## src/rtl/expr_pkg.sv

```systemverilog
// Shared types and constants for the expr sequencing/accumulation stage.
package expr_pkg;

    typedef enum logic [1:0] {
        IDLE,
        EVAL,
        ACCUM,
        DONE
    } state_t;

    localparam logic [31:0] FP_ZERO      = 32'h0000_0000;
    localparam int unsigned EXPR_LAT_DEF = 56;
    localparam int unsigned ADD_LAT_DEF  = 7;
    localparam int unsigned COUNT_W      = 16;

endpackage

```

## src/rtl/expr_accum_if.sv

```systemverilog
// Sample input stream (valid/ready) feeding expr_accum.
interface expr_accum_if;

    logic        in_valid;
    logic        in_ready;
    logic [31:0] in_x;
    logic        in_last;

    modport master (output in_valid, output in_x, output in_last, input in_ready);
    modport slave  (input in_valid, input in_x, input in_last, output in_ready);

endinterface

```

## src/rtl/expr_accum_fp_add.sv

```systemverilog
// Single-precision adder with a fixed latency (fp_add IP): round-to-nearest-even,
// denormals flushed to zero, overflow saturates to infinity.
module fp_add
    import expr_pkg::*;
#(
    parameter int unsigned LAT = ADD_LAT_DEF
) (
    input  logic        clk,
    input  logic        areset,
    input  logic [31:0] a,
    input  logic [31:0] b,
    output logic [31:0] q
);

    logic [31:0] res;
    logic [31:0] pipe [LAT-1];

    always_comb begin
        logic [31:0] big, sml;
        logic [7:0]  d;
        logic [26:0] mb, ms;
        logic [27:0] s;
        logic [4:0]  lz;
        logic [9:0]  e;
        logic [24:0] mr;
        logic        rnd;
        big = a;
        sml = b;
        if (b[30:0] > a[30:0]) begin
            big = b;
            sml = a;
        end
        // Mantissas carry three extra bits: guard, round, sticky.
        mb = (big[30:23] == '0) ? '0 : {1'b1, big[22:0], 3'b000};
        ms = (sml[30:23] == '0) ? '0 : {1'b1, sml[22:0], 3'b000};
        d  = big[30:23] - sml[30:23];
        if (d >= 8'd27) ms = {26'b0, |ms};
        else            ms = (ms >> d) | {26'b0, |(ms & ((27'd1 << d) - 27'd1))};
        s  = (big[31] == sml[31]) ? ({1'b0, mb} + {1'b0, ms}) : ({1'b0, mb} - {1'b0, ms});
        e  = {2'b00, big[30:23]};
        lz = '0;
        if (s[27]) begin
            s = {1'b0, s[27:2], s[1] | s[0]};
            e = e + 10'd1;
        end else begin
            for (int unsigned i = 0; i < 27; i++)
                if (s[i]) lz = 5'(26 - i);
            s = s << lz;
            e = e - {5'b0, lz};
        end
        rnd = s[2] & (s[1] | s[0] | s[3]);
        mr  = {1'b0, s[26:3]} + {24'b0, rnd};
        if (mr[24]) begin
            mr = mr >> 1;
            e  = e + 10'd1;
        end
        if (s == '0)                 res = FP_ZERO;
        else if (e[9] || e == '0)    res = {big[31], 31'b0};
        else if (e >= 10'd255)       res = {big[31], 8'hFF, 23'b0};
        else                         res = {big[31], e[7:0], mr[22:0]};
    end

    // The consumer samples q on the LAT-th edge after the operands settle,
    // so LAT-1 register stages give exactly LAT cycles of latency.
    always_ff @(posedge clk or posedge areset) begin
        if (areset) begin
            for (int unsigned i = 0; i < LAT-1; i++) pipe[i] <= '0;
        end else begin
            pipe[0] <= res;
            for (int unsigned i = 1; i < LAT-1; i++) pipe[i] <= pipe[i-1];
        end
    end

    assign q = pipe[LAT-2];

endmodule

```

## src/rtl/expr_accum.sv

```systemverilog
// Serialises x samples through the non-pipelined expr block and accumulates
// f(x) per frame, reporting the frame total and sample count.
module expr_accum
    import expr_pkg::*;
#(
    parameter int unsigned EXPR_LAT = EXPR_LAT_DEF,
    parameter int unsigned ADD_LAT  = ADD_LAT_DEF
) (
    input  logic               clk,
    input  logic               reset,
    expr_accum_if.slave        in_if,
    output logic [31:0]        x_out,
    input  logic [31:0]        expr_q,
    output logic [31:0]        sum,
    output logic               sum_valid,
    output logic [COUNT_W-1:0] count,
    output logic               busy
);

    localparam int unsigned CNT_W = $clog2(EXPR_LAT > ADD_LAT ? EXPR_LAT : ADD_LAT);

    state_t             state, state_nxt;
    logic [CNT_W-1:0]   cnt;
    logic               last_r;
    logic [31:0]        f_r;
    logic [31:0]        acc;
    logic [31:0]        add_q;
    logic [COUNT_W-1:0] n;
    logic               accept;
    logic               cnt_zero;

    assign cnt_zero = (cnt == '0);
    assign accept   = in_if.in_valid && in_if.in_ready;

    always_ff @(posedge clk) begin
        if (!reset) state <= IDLE;
        else        state <= state_nxt;
    end

    always_comb begin
        state_nxt = state;
        case (state)
            IDLE:    if (accept)   state_nxt = EVAL;
            EVAL:    if (cnt_zero) state_nxt = ACCUM;
            ACCUM:   if (cnt_zero) state_nxt = last_r ? DONE : IDLE;
            DONE:                  state_nxt = IDLE;
            default:               state_nxt = IDLE;
        endcase
    end

    always_comb begin
        in_if.in_ready = reset && (state == IDLE);
        busy           = (state != IDLE);
    end

    always_ff @(posedge clk) begin
        if (!reset) begin
            x_out     <= FP_ZERO;
            last_r    <= 1'b0;
            cnt       <= '0;
            f_r       <= FP_ZERO;
            acc       <= FP_ZERO;
            n         <= '0;
            sum       <= FP_ZERO;
            count     <= '0;
            sum_valid <= 1'b0;
        end else begin
            sum_valid <= 1'b0;
            case (state)
                IDLE: if (accept) begin
                    x_out  <= in_if.in_x;
                    last_r <= in_if.in_last;
                    cnt    <= CNT_W'(EXPR_LAT - 1);
                end
                EVAL: if (cnt_zero) begin
                    f_r <= expr_q;
                    cnt <= CNT_W'(ADD_LAT - 1);
                end else begin
                    cnt <= cnt - 1'b1;
                end
                ACCUM: if (cnt_zero) begin
                    acc <= add_q;
                    n   <= (n == '1) ? n : n + 1'b1;
                end else begin
                    cnt <= cnt - 1'b1;
                end
                DONE: begin
                    sum       <= acc;
                    count     <= n;
                    sum_valid <= 1'b1;
                    acc       <= FP_ZERO;
                    n         <= '0;
                end
                default: ;
            endcase
        end
    end

    // acc and f_r only change on ACCUM entry/exit, so the adder sees stable operands.
    fp_add #(.LAT(ADD_LAT)) u_add (
        .clk    (clk),
        .areset (~reset),
        .a      (acc),
        .b      (f_r),
        .q      (add_q)
    );

endmodule

```

## src/flat_wrapper.sv

```systemverilog
// flat-port wrapper written by rule: the top's interface ports become plain ports
module expr_accum_flat import expr_pkg::*;
#(
    parameter int unsigned EXPR_LAT = EXPR_LAT_DEF,
    parameter int unsigned ADD_LAT  = ADD_LAT_DEF
)
  (clk, reset, x_out, expr_q, sum, sum_valid, count, busy, in_if_in_valid, in_if_in_x, in_if_in_last, in_if_in_ready);
  expr_accum_if in_if_i ();
  input  logic clk;
  input  logic reset;
  output logic [31:0] x_out;
  input  logic [31:0] expr_q;
  output logic [31:0] sum;
  output logic sum_valid;
  output logic [COUNT_W-1:0] count;
  output logic busy;
  input wire logic [$bits(in_if_i.in_valid)-1:0] in_if_in_valid;
  input wire logic [$bits(in_if_i.in_x)-1:0] in_if_in_x;
  input wire logic [$bits(in_if_i.in_last)-1:0] in_if_in_last;
  output wire logic [$bits(in_if_i.in_ready)-1:0] in_if_in_ready;
  assign in_if_i.in_valid = in_if_in_valid;
  assign in_if_i.in_x = in_if_in_x;
  assign in_if_i.in_last = in_if_in_last;
  assign in_if_in_ready = in_if_i.in_ready;
  expr_accum #(.EXPR_LAT(EXPR_LAT), .ADD_LAT(ADD_LAT)) u_core (.clk(clk), .reset(reset), .in_if(in_if_i), .x_out(x_out), .expr_q(expr_q), .sum(sum), .sum_valid(sum_valid), .count(count), .busy(busy));
endmodule
```

## config.mk

```make
export PLATFORM = sky130hd
export DESIGN_NAME = expr_accum_flat
export DESIGN_NICKNAME = d
export VERILOG_FILES = /design/src/rtl/expr_pkg.sv /design/src/rtl/expr_accum_if.sv /design/src/rtl/expr_accum_fp_add.sv /design/src/rtl/expr_accum.sv /design/src/flat_wrapper.sv
export SDC_FILE = /design/constraint.sdc
export NUM_CORES = 1
export LEC_CHECK = 0
export CORE_UTILIZATION = 55
export DETAILED_ROUTE_END_ITERATION = 10
export GPL_TIMING_DRIVEN = 0
export PLACE_DENSITY = 0.8
export SLEW_MARGIN = 10
export SYNTH_ARGS = -nofsm -noshare
export SYNTH_HDL_FRONTEND = slang
export SYNTH_SLANG_ARGS = --single-unit
```

## constraint.sdc

```tcl
create_clock -name clk -period 13.6 [get_ports clk]
set_input_delay 2.04 -clock clk [delete_from_list [all_inputs] [get_ports clk]]
set_output_delay 2.04 -clock clk [all_outputs]
set_load 0.02 [all_outputs]
```

==> flow_metrics.py <==
# Metrics from the implementation run
metrics = {
    "status": {
        "status": "completed",
    },
    "final_timing": {
        "drv_slew": 0,
        "hold_slack_ns": 0.3401,
    },
    "setup_path": {
        "rr_worst_depth": 61,
        "startpoint": "u_core.acc[29]$_SDFFE_PN0P_",
        "arrival_ns": 13.91,
    },
    "routing": {
        "maxUsedRoutingLayer": "met4",
        "drc_errors": 0,
    },
    "global_routing": {
        "grt_pass1_wl_um": 141000,
        "grtUsageMet3_pct": 9.354,
        "met2_usage_pct": 69.86,
        "busiest_layer": "met2",
    },
    "worst_hold_path": {
        "holdCritStartpoint": "u_core.u_add.pipe[154]$_DFF_PN0_",
        "min_to": "u_core.u_add.pipe[122]$_DFF_PN0_",
    },
    "finish": {
        "areaGrowthSynthToFinish_pct": 25.23,
        "fillers": 3012,
        "mi_logic_area_um2": 14810,
    },
    "placement": {
        "dp_hpwl_um": 67130,
    },
    "clock_tree": {
        "cts_root_buf": "clkbuf_16",
    },
    "synthesis": {
        "numSynthFlops": 362,
        "synthCells": 2707,
        "synth.cellmix.xorXnorShare_pct": 3.785,
    },
    "die": {
        "die_w_um": 205.0,
    },
}
==> cell type report <==
class | count | area share [%]
multi-input combinational | 2094 | 52.15
sequential | 362 | 29.17
timing repair buffer | 254 | 8.138
buffer | 151 | 3.234
clock buffer | 44 | 3.186
tap | 532 | 2.344
inverter | 84 | 1.154
clock inverter | 13 | 0.6080
antenna | 1 | 0.008812
==> sequential cells by signal (all words and copies together) (netlist names) <==
| signal | count |
|---|---|
| u_core.f_r | 32 |
| u_core.last_r | 1 |
| u_core.n | 16 |
| u_core.u_add.pipe | 160 |
| u_core.sum_valid | 1 |
| u_core.count | 16 |
| u_core.u_add.q | 32 |
| u_core.x_out | 32 |
| u_core.acc | 32 |
| u_core.cnt | 6 |
| u_core.sum | 32 |
| u_core.state | 2 |
Placed cells, one color a class:
Scale bar: 50 um.
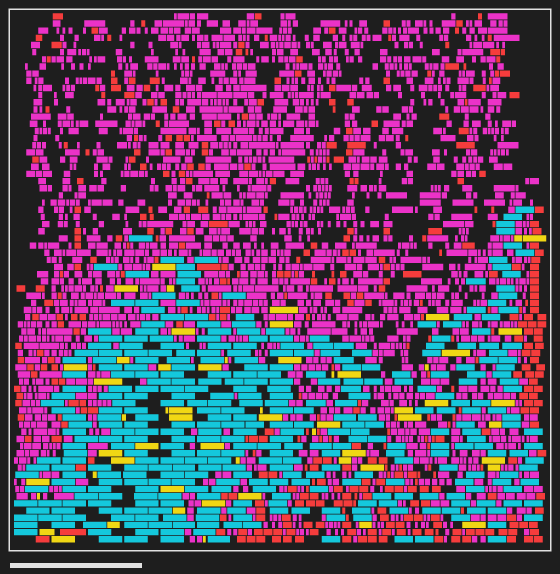
- sequential cells: cyan (cells 362; share of their area 30%)
- remaining logic cells: magenta (cells 2,178; share of their area 55%)
- remaining buffers and delay cells: red (cells 405; share of their area 12%)
- clock drivers and dummy loads: yellow (cells 57; share of their area 3.9%)

Clock network drawn from the DEF:
Scale bar: 50 um.
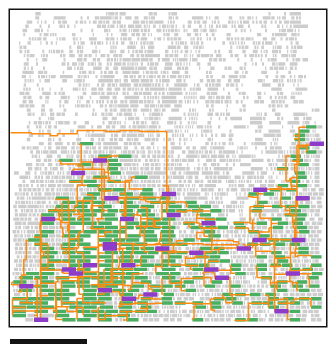
- clock-net drivers: purple (count 31)
- flip-flops: green (count 362)
- clock wires: orange (length 3,900 um)
- routed clock nets: 32

